run_1/density.png
The die is cut into 15 by 15 equal tiles; dark blue is low, red is high, 0 to 100% covered.
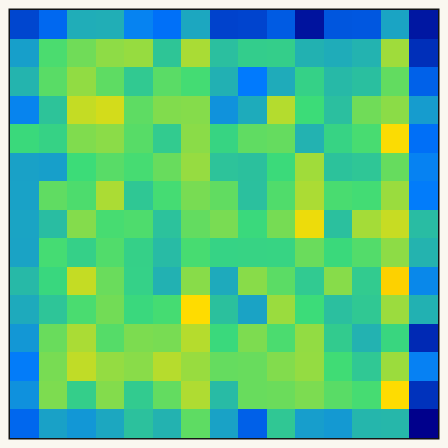
run_1/metal_stack.png
Scale bar: 50 um.
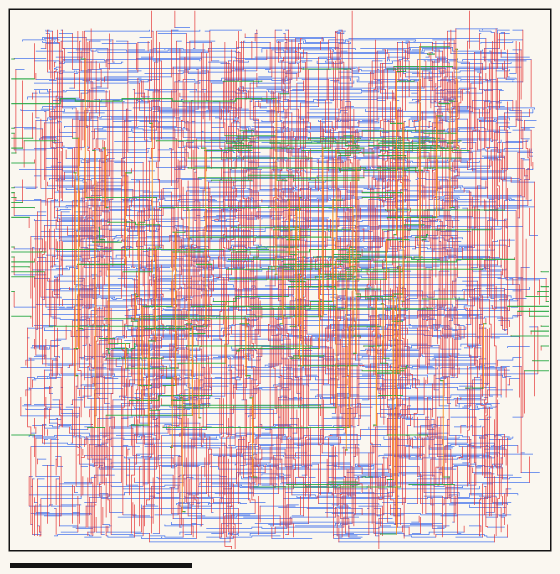
run_1/final_congestion.png
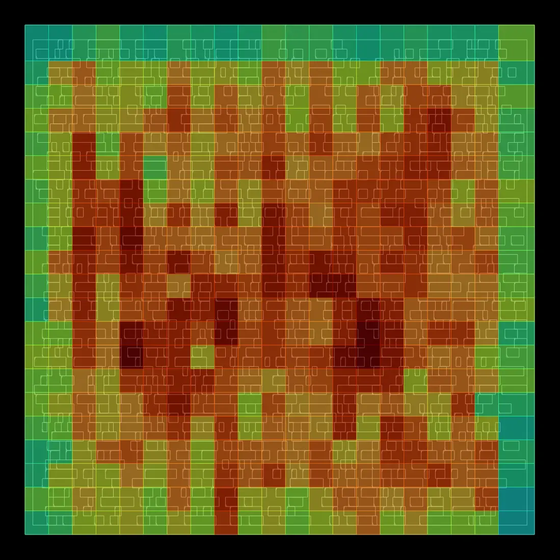
$ cat src/rtl/seq_alu_pkg.sv
// Shared definitions for the sequential ALU: opcodes, FSM encoding, flag layout.
package seq_alu_pkg;

    localparam logic [3:0] OP_ADD  = 4'd0;
    localparam logic [3:0] OP_SUB  = 4'd1;
    localparam logic [3:0] OP_CMP  = 4'd2;
    localparam logic [3:0] OP_SHL  = 4'd3;
    localparam logic [3:0] OP_SHR  = 4'd4;
    localparam logic [3:0] OP_AND  = 4'd5;
    localparam logic [3:0] OP_OR   = 4'd6;
    localparam logic [3:0] OP_XOR  = 4'd7;
    localparam logic [3:0] OP_NAND = 4'd8;
    localparam logic [3:0] OP_NOR  = 4'd9;
    localparam logic [3:0] OP_XNOR = 4'd10;
    localparam logic [3:0] OP_INV  = 4'd11;
    localparam logic [3:0] OP_NEG  = 4'd12;
    localparam logic [3:0] OP_STO  = 4'd13;
    localparam logic [3:0] OP_SWP  = 4'd14;
    localparam logic [3:0] OP_MUL  = 4'd15;

    typedef enum logic [0:0] {
        ST_IDLE = 1'b0,
        ST_MUL  = 1'b1
    } state_t;

    localparam int FLAG_Z = 0;
    localparam int FLAG_N = 1;
    localparam int FLAG_V = 2;
    localparam int FLAG_C = 3;

    // Assemble the flag nibble from its individual bits.
    function automatic logic [3:0] pack_flags(input logic c, input logic v,
                                              input logic n, input logic z);
        logic [3:0] f;
        f         = 4'b0000;
        f[FLAG_C] = c;
        f[FLAG_V] = v;
        f[FLAG_N] = n;
        f[FLAG_Z] = z;
        return f;
    endfunction

endpackage

$ cat src/rtl/seq_alu_mul.sv
// Iterative shift-add multiplier. Operands are captured on start; one partial
// product is accumulated per cycle. The final iteration is exposed on the
// product output while last is high, so the owner can take the result on the
// same edge that completes the WIDTH-th iteration.
module seq_alu_mul #(
    parameter int WIDTH = 8
) (
    input  logic                 clock,
    input  logic                 reset,
    input  logic                 start,
    input  logic [WIDTH-1:0]     op_a,
    input  logic [WIDTH-1:0]     op_b,
    output logic [2*WIDTH-1:0]   product,
    output logic                 last
);

    localparam int CW = $clog2(WIDTH + 1);
    localparam logic [CW-1:0] CNT_INIT = CW'(WIDTH);
    localparam logic [CW-1:0] CNT_ONE  = CW'(1);

    logic [2*WIDTH-1:0] r_mcand;
    logic [WIDTH-1:0]   r_mplier;
    logic [2*WIDTH-1:0] r_acc;
    logic [CW-1:0]      r_cnt;
    logic               r_active;

    logic [2*WIDTH-1:0] w_addend;
    logic [2*WIDTH-1:0] w_acc_next;

    // Partial product for the current multiplier bit.
    always_comb begin
        w_addend = '0;
        if (r_mplier[0]) begin
            w_addend = r_mcand;
        end else begin
            w_addend = '0;
        end
        w_acc_next = r_acc + w_addend;
    end

    // Operand capture on start, then one shift-add step per cycle.
    always_ff @(posedge clock or posedge reset) begin
        if (reset) begin
            r_mcand  <= '0;
            r_mplier <= '0;
            r_acc    <= '0;
            r_cnt    <= '0;
            r_active <= 1'b0;
        end else if (start) begin
            r_mcand  <= {{WIDTH{1'b0}}, op_a};
            r_mplier <= op_b;
            r_acc    <= '0;
            r_cnt    <= CNT_INIT;
            r_active <= 1'b1;
        end else if (r_active) begin
            r_acc    <= w_acc_next;
            r_mcand  <= {r_mcand[2*WIDTH-2:0], 1'b0};
            r_mplier <= {1'b0, r_mplier[WIDTH-1:1]};
            r_cnt    <= r_cnt - CNT_ONE;
            if (r_cnt == CNT_ONE) begin
                r_active <= 1'b0;
            end
        end
    end

    assign product = w_acc_next;
    assign last    = r_active && (r_cnt == CNT_ONE);

endmodule

$ cat src/rtl/seq_alu.sv
// Registered ALU with A/B/Y registers, status flags and a valid/busy/done
// handshake. Single-cycle ops complete on the accept edge; MUL runs through
// the shift-add sub-module and completes WIDTH edges later.
module seq_alu
    import seq_alu_pkg::*;
#(
    parameter int WIDTH = 8
) (
    input  logic             clock,
    input  logic             reset,
    input  logic [WIDTH-1:0] din,
    input  logic             ld_a,
    input  logic             ld_b,
    input  logic             op_valid,
    input  logic [3:0]       opcode,
    output logic             busy,
    output logic             done,
    output logic [WIDTH-1:0] a,
    output logic [WIDTH-1:0] b,
    output logic [WIDTH-1:0] y,
    output logic [3:0]       flags
);

    localparam logic [WIDTH-1:0] ZERO    = '0;
    localparam logic [WIDTH-1:0] MIN_NEG = {1'b1, {(WIDTH-1){1'b0}}};

    state_t r_state;
    state_t w_state_next;

    logic [WIDTH-1:0] r_a;
    logic [WIDTH-1:0] r_b;
    logic [WIDTH-1:0] r_y;
    logic [3:0]       r_flags;
    logic             r_done;
    logic             r_busy;

    logic             w_idle;
    logic             w_load;
    logic             w_accept;
    logic             w_mul_start;
    logic             w_mul_last;
    logic [2*WIDTH-1:0] w_prod;

    logic [WIDTH:0]   w_sum;
    logic [WIDTH-1:0] w_diff;
    logic [WIDTH-1:0] w_a_res;
    logic [WIDTH-1:0] w_b_res;
    logic [WIDTH-1:0] w_y_res;
    logic [WIDTH-1:0] w_flag_val;
    logic             w_c;
    logic             w_v;
    logic             w_upd_flags;
    logic [3:0]       w_flags_new;
    logic [3:0]       w_mul_flags;

    // Loads win over ops; nothing is taken while the multiplier is running.
    always_comb begin
        w_idle      = (r_state == ST_IDLE);
        w_load      = w_idle && (ld_a || ld_b);
        w_accept    = w_idle && op_valid && !(ld_a || ld_b);
        w_mul_start = w_accept && (opcode == OP_MUL);
    end

    seq_alu_mul #(.WIDTH(WIDTH)) u_mul (
        .clock   (clock),
        .reset   (reset),
        .start   (w_mul_start),
        .op_a    (r_a),
        .op_b    (r_b),
        .product (w_prod),
        .last    (w_mul_last)
    );

    // FSM next state: IDLE -> MUL on an accepted multiply, back when it ends.
    always_comb begin
        w_state_next = r_state;
        case (r_state)
            ST_IDLE: begin
                if (w_mul_start) begin
                    w_state_next = ST_MUL;
                end else begin
                    w_state_next = ST_IDLE;
                end
            end
            ST_MUL: begin
                if (w_mul_last) begin
                    w_state_next = ST_IDLE;
                end else begin
                    w_state_next = ST_MUL;
                end
            end
            default: w_state_next = ST_IDLE;
        endcase
    end

    // Single-cycle datapath: results and flag sources for every opcode.
    always_comb begin
        w_sum       = {1'b0, r_a} + {1'b0, r_b};
        w_diff      = r_a - r_b;
        w_a_res     = r_a;
        w_b_res     = r_b;
        w_y_res     = r_y;
        w_c         = 1'b0;
        w_v         = 1'b0;
        w_upd_flags = 1'b1;
        w_flag_val  = r_y;
        case (opcode)
            OP_ADD: begin
                w_y_res = w_sum[WIDTH-1:0];
                w_c     = w_sum[WIDTH];
                w_v     = (r_a[WIDTH-1] == r_b[WIDTH-1]) &&
                          (w_sum[WIDTH-1] != r_a[WIDTH-1]);
            end
            OP_SUB: begin
                w_y_res = w_diff;
                w_c     = (r_a < r_b);
                w_v     = (r_a[WIDTH-1] != r_b[WIDTH-1]) &&
                          (w_diff[WIDTH-1] != r_a[WIDTH-1]);
            end
            OP_CMP: begin
                w_y_res = {{(WIDTH-2){1'b0}}, (r_a > r_b), (r_a == r_b)};
                w_c     = (r_a < r_b);
            end
            OP_SHL: begin
                w_a_res = {r_a[WIDTH-2:0], 1'b0};
                w_c     = r_a[WIDTH-1];
            end
            OP_SHR: begin
                w_a_res = {1'b0, r_a[WIDTH-1:1]};
                w_c     = r_a[0];
            end
            OP_AND:  w_y_res = r_a & r_b;
            OP_OR:   w_y_res = r_a | r_b;
            OP_XOR:  w_y_res = r_a ^ r_b;
            OP_NAND: w_y_res = ~(r_a & r_b);
            OP_NOR:  w_y_res = ~(r_a | r_b);
            OP_XNOR: w_y_res = ~(r_a ^ r_b);
            OP_INV:  w_y_res = ~r_a;
            OP_NEG: begin
                w_y_res = ZERO - r_a;
                w_v     = (r_a == MIN_NEG);
            end
            OP_STO: begin
                w_a_res     = r_y;
                w_upd_flags = 1'b0;
            end
            OP_SWP: begin
                w_a_res     = r_b;
                w_b_res     = r_a;
                w_upd_flags = 1'b0;
            end
            default: begin
                // MUL: results arrive later from the multiplier.
                w_upd_flags = 1'b0;
            end
        endcase
        if ((opcode == OP_SHL) || (opcode == OP_SHR)) begin
            w_flag_val = w_a_res;
        end else begin
            w_flag_val = w_y_res;
        end
        w_flags_new = pack_flags(w_c, w_v, w_flag_val[WIDTH-1], (w_flag_val == ZERO));
        w_mul_flags = pack_flags(|w_prod[2*WIDTH-1:WIDTH], 1'b0, w_prod[WIDTH-1],
                                 (w_prod[WIDTH-1:0] == ZERO));
    end

    // Architectural state: loads, single-cycle results, multiply completion.
    always_ff @(posedge clock or posedge reset) begin
        if (reset) begin
            r_state <= ST_IDLE;
            r_a     <= '0;
            r_b     <= '0;
            r_y     <= '0;
            r_flags <= 4'b0000;
            r_done  <= 1'b0;
            r_busy  <= 1'b0;
        end else begin
            r_state <= w_state_next;
            r_done  <= 1'b0;
            if (w_load) begin
                if (ld_a) begin
                    r_a <= din;
                end
                if (ld_b) begin
                    r_b <= din;
                end
            end else if (w_mul_start) begin
                r_busy <= 1'b1;
            end else if (w_accept) begin
                r_a    <= w_a_res;
                r_b    <= w_b_res;
                r_y    <= w_y_res;
                r_done <= 1'b1;
                if (w_upd_flags) begin
                    r_flags <= w_flags_new;
                end
            end else if (w_mul_last) begin
                r_y     <= w_prod[WIDTH-1:0];
                r_flags <= w_mul_flags;
                r_busy  <= 1'b0;
                r_done  <= 1'b1;
            end
        end
    end

    assign a     = r_a;
    assign b     = r_b;
    assign y     = r_y;
    assign flags = r_flags;
    assign busy  = r_busy;
    assign done  = r_done;

endmodule

$ cat config.mk
export PLATFORM = sky130hd
export DESIGN_NAME = seq_alu
export DESIGN_NICKNAME = d
export VERILOG_FILES = /design/src/rtl/seq_alu_pkg.sv /design/src/rtl/seq_alu_mul.sv /design/src/rtl/seq_alu.sv
export SDC_FILE = /design/constraint.sdc
export NUM_CORES = 1
export LEC_CHECK = 0
export CAP_MARGIN = 20
export CELL_PAD_IN_SITES_DETAIL_PLACEMENT = 2
export CELL_PAD_IN_SITES_GLOBAL_PLACEMENT = 2
export CORE_MARGIN = 2
export CORE_UTILIZATION = 33
export DETAILED_ROUTE_END_ITERATION = 8
export PLACE_DENSITY_LB_ADDON = 0.08
export SETUP_SLACK_MARGIN = 0.5
export SLEW_MARGIN = 5
export SYNTH_ARGS = -nofsm -noshare
export SYNTH_HDL_FRONTEND = slang
export SYNTH_SLANG_ARGS = --single-unit
$ cat constraint.sdc
create_clock -name clock -period 2.7 [get_ports clock]
set_input_delay 0.27 -clock clock [delete_from_list [all_inputs] [get_ports clock]]
set_output_delay 0.27 -clock clock [all_outputs]
set_load 0.02 [all_outputs]
==> results.txt <==
Chip footprint: 22040 um^2
Core area: 20360 um^2
I/O pin cnt: 47
CP Class: reg2reg
Vias per cell: 6.337
Flop pwr share: 0.167
Worst Tran Pin Value: 799.5 ps
FF-to-FF Start: u_mul.r_mplier[0]
Max IR drop VDD: 0.6686 mV
DRT antenna net count: 0
Rows: 52
Crit-path leading delay family: AND-OR/OR-AND gates
Nets: 1085
WL met3: 2534 um
Pins over their slew limit: 0
Clock buffer depth: 2
Via count: 8226
Clk latency late pin: 360 ps
Max incr delay on CP: 450 ps
# Cells Yosys: 823
Crit path DRT: 2940 ps
Top layer used by detailed routing: met4
CP Capture Type: flop
Worst path slowest cell: dfrtp_2
Async set-reset flop share out of synthesis: 1.000
Biggest consumer: combinational cells
Minimum clock period: 2897 ps
Setup ws final: -197.2 ps
P_clk: 1.32 mW
Cell area after layout: 10700 um^2
Tcrit/Tclk final: 1.073
Area growth syn-to-layout: 55.33%
Synth warn: 0
F_max: 345.2 MHz
Floorplan net count: 885
Avg Inst Size Synth: 8.369 um^2
Stages on the worst setup path: 11
Grt ovf: 0
CTS tree: built
Maxcap violations: 0
Status: finished with violations
Busiest grt layer: met2
Count of input and output buffers: 46
CTS clk-pin slew, worst paths: 80 ps
Most common reg cell: dfrtp_1
Most frequent cells in the layout: buf_4 (166), dfrtp_1 (65), nand2_1 (59), nor2_1 (51)
Setup bufs post-CTS: 31
H-tree depth: 3
Registers with the most flip-flops: u_mul.r_acc (16), u_mul.r_mcand (16)
Root Buffer Master: clkbuf_16
Worst Hold Class: in2async
CP Buf/Inv Count: 1
Clk sinks: 76
OpenROAD warnings: 46
R2r setup slk: -200 ps
Initial antenna violation count: 0
Top cells by area: dfrtp_1 (28%), ha_1 (7.6%), mux2i_1 (6.5%), o21ai_0 (4.4%), nand2_1 (3.5%)
Most frequent logic cell in the layout: buf_4
Cells after DPL: 1216
Post-CTS Hold Buffers: 0
Final GP Congestion: 0.9315
Final WL: 42100 um
Worst-path cell chain: and2_4 > ha_4 > fa_2 > a211o_1 > a21oi_2 > o211a_1 > buf_6 > xor2_2 > nand3_1 > nor4_2 > a21oi_1
Pre-Place Util: 0.3382
Layout fillers: 2114
Pin count of the biggest net entering global routing: 57
Yosys stat chip area: 6888 um^2
DPL Wire Length: 24950 um
Internal Power: 6.550 mW
Setup Skew: 17.93 ps
Unrepaired setup endpoints after global routing: true
Startpoint types: flop
CP startpoint: u_mul.r_mplier[0]
Flops after synth: 76
Iteration-0 DRC Markers: 661
Cell depth of the worst flop-to-flop path: 11
Worst hold slack: 312.6 ps
Synthesized area: 6888 um^2
Endpoints failing setup: 5
First-pass GRT wire length: 54480 um
Crit path capture: flags[3]
Sw Ratio: 0.5131
Failing checks: negative setup slack
-- density.png (at the start) --
The mean over all tiles is 47%. The emptiest ninth of the die: upper right. 0.90% of the tiles are over 75% full.

-- metal_stack.png (at the start) --
Key: met1 = blue [wire length 17700 um]; met4 = orange [wire length 1760 um]; met2 = red [wire length 20.1 mm]; met3 = green [wire length 2530 um]
routed len/inst: 32.44 um
GRT Total Usage: 0.3277

-- final_congestion.png (at the start) --
fin util: 0.5254
GRT met3 Usage: 0.04202
met1 usage: 0.4562

-- run 1: synth_stat cells, types with 6 or more instances --
cell type  instances
buf_2             13
nor3_1            15
dfrtp_1           76
a22oi_1           17
mux2i_1           45
inv_1             39
nor3b_1            7
ha_1              42
clkbuf_1          32
nor2b_1           16
xor2_1            10
nand2_1           64
nand3_1           16
a21oi_1           47
nor4_1            11
o21ai_0           61
o31ai_1            7
and2_1            24
xnor2_1           11
nor2_1            57
a21o_1            10
a31oi_1           12
o22ai_1           14
o211ai_1           6
nand2b_1          11
o21a_1             6
a211oi_1          14
-- run 1: logic make-up (layout without fill, tap and decap cells) --
| family | count (synthesis) | in the layout | synth area share |
|---|---|---|---|
| muxes | 47 | 47 | 0.07030 |
| xor gates and xnor gates | 21 | 21 | 0.02670 |
| DFF | 76 | 76 | 0.2761 |
| adders and majority gates | 45 | 45 | 0.08501 |
| and+or+nand+nor | 271 | 271 | 0.2122 |
| buffers and inverters | 100 | 305 | 0.06594 |
| AOI/OAI and AO/OA | 263 | 263 | 0.2638 |
-- run 1: worst reg2reg max path: stages (launching register included) --
cell	delay, ps
dfrtp_2	450
and2_4	160
ha_4	170
fa_2	410
a211o_1	330
a21oi_2	200
o211a_1	260
buf_6	120
xor2_2	170
nand3_1	150
nor4_2	250
a21oi_1	110
-- run 1: cell type report --
| type | instances | area [um^2] | area share |
|---|---|---|---|
| sequential | 76 | 1916 | 0.1790 |
| timing repair buffer | 247 | 2208 | 0.2064 |
| tap | 270 | 337.8 | 0.03158 |
| inverter | 42 | 182.7 | 0.01707 |
| multi-input combinational | 647 | 5763 | 0.5387 |
| clock inverter | 6 | 62.56 | 0.005847 |
| clock buffer | 10 | 229.0 | 0.02140 |
No activity file was given, so power comes from the tool's default toggle rates.
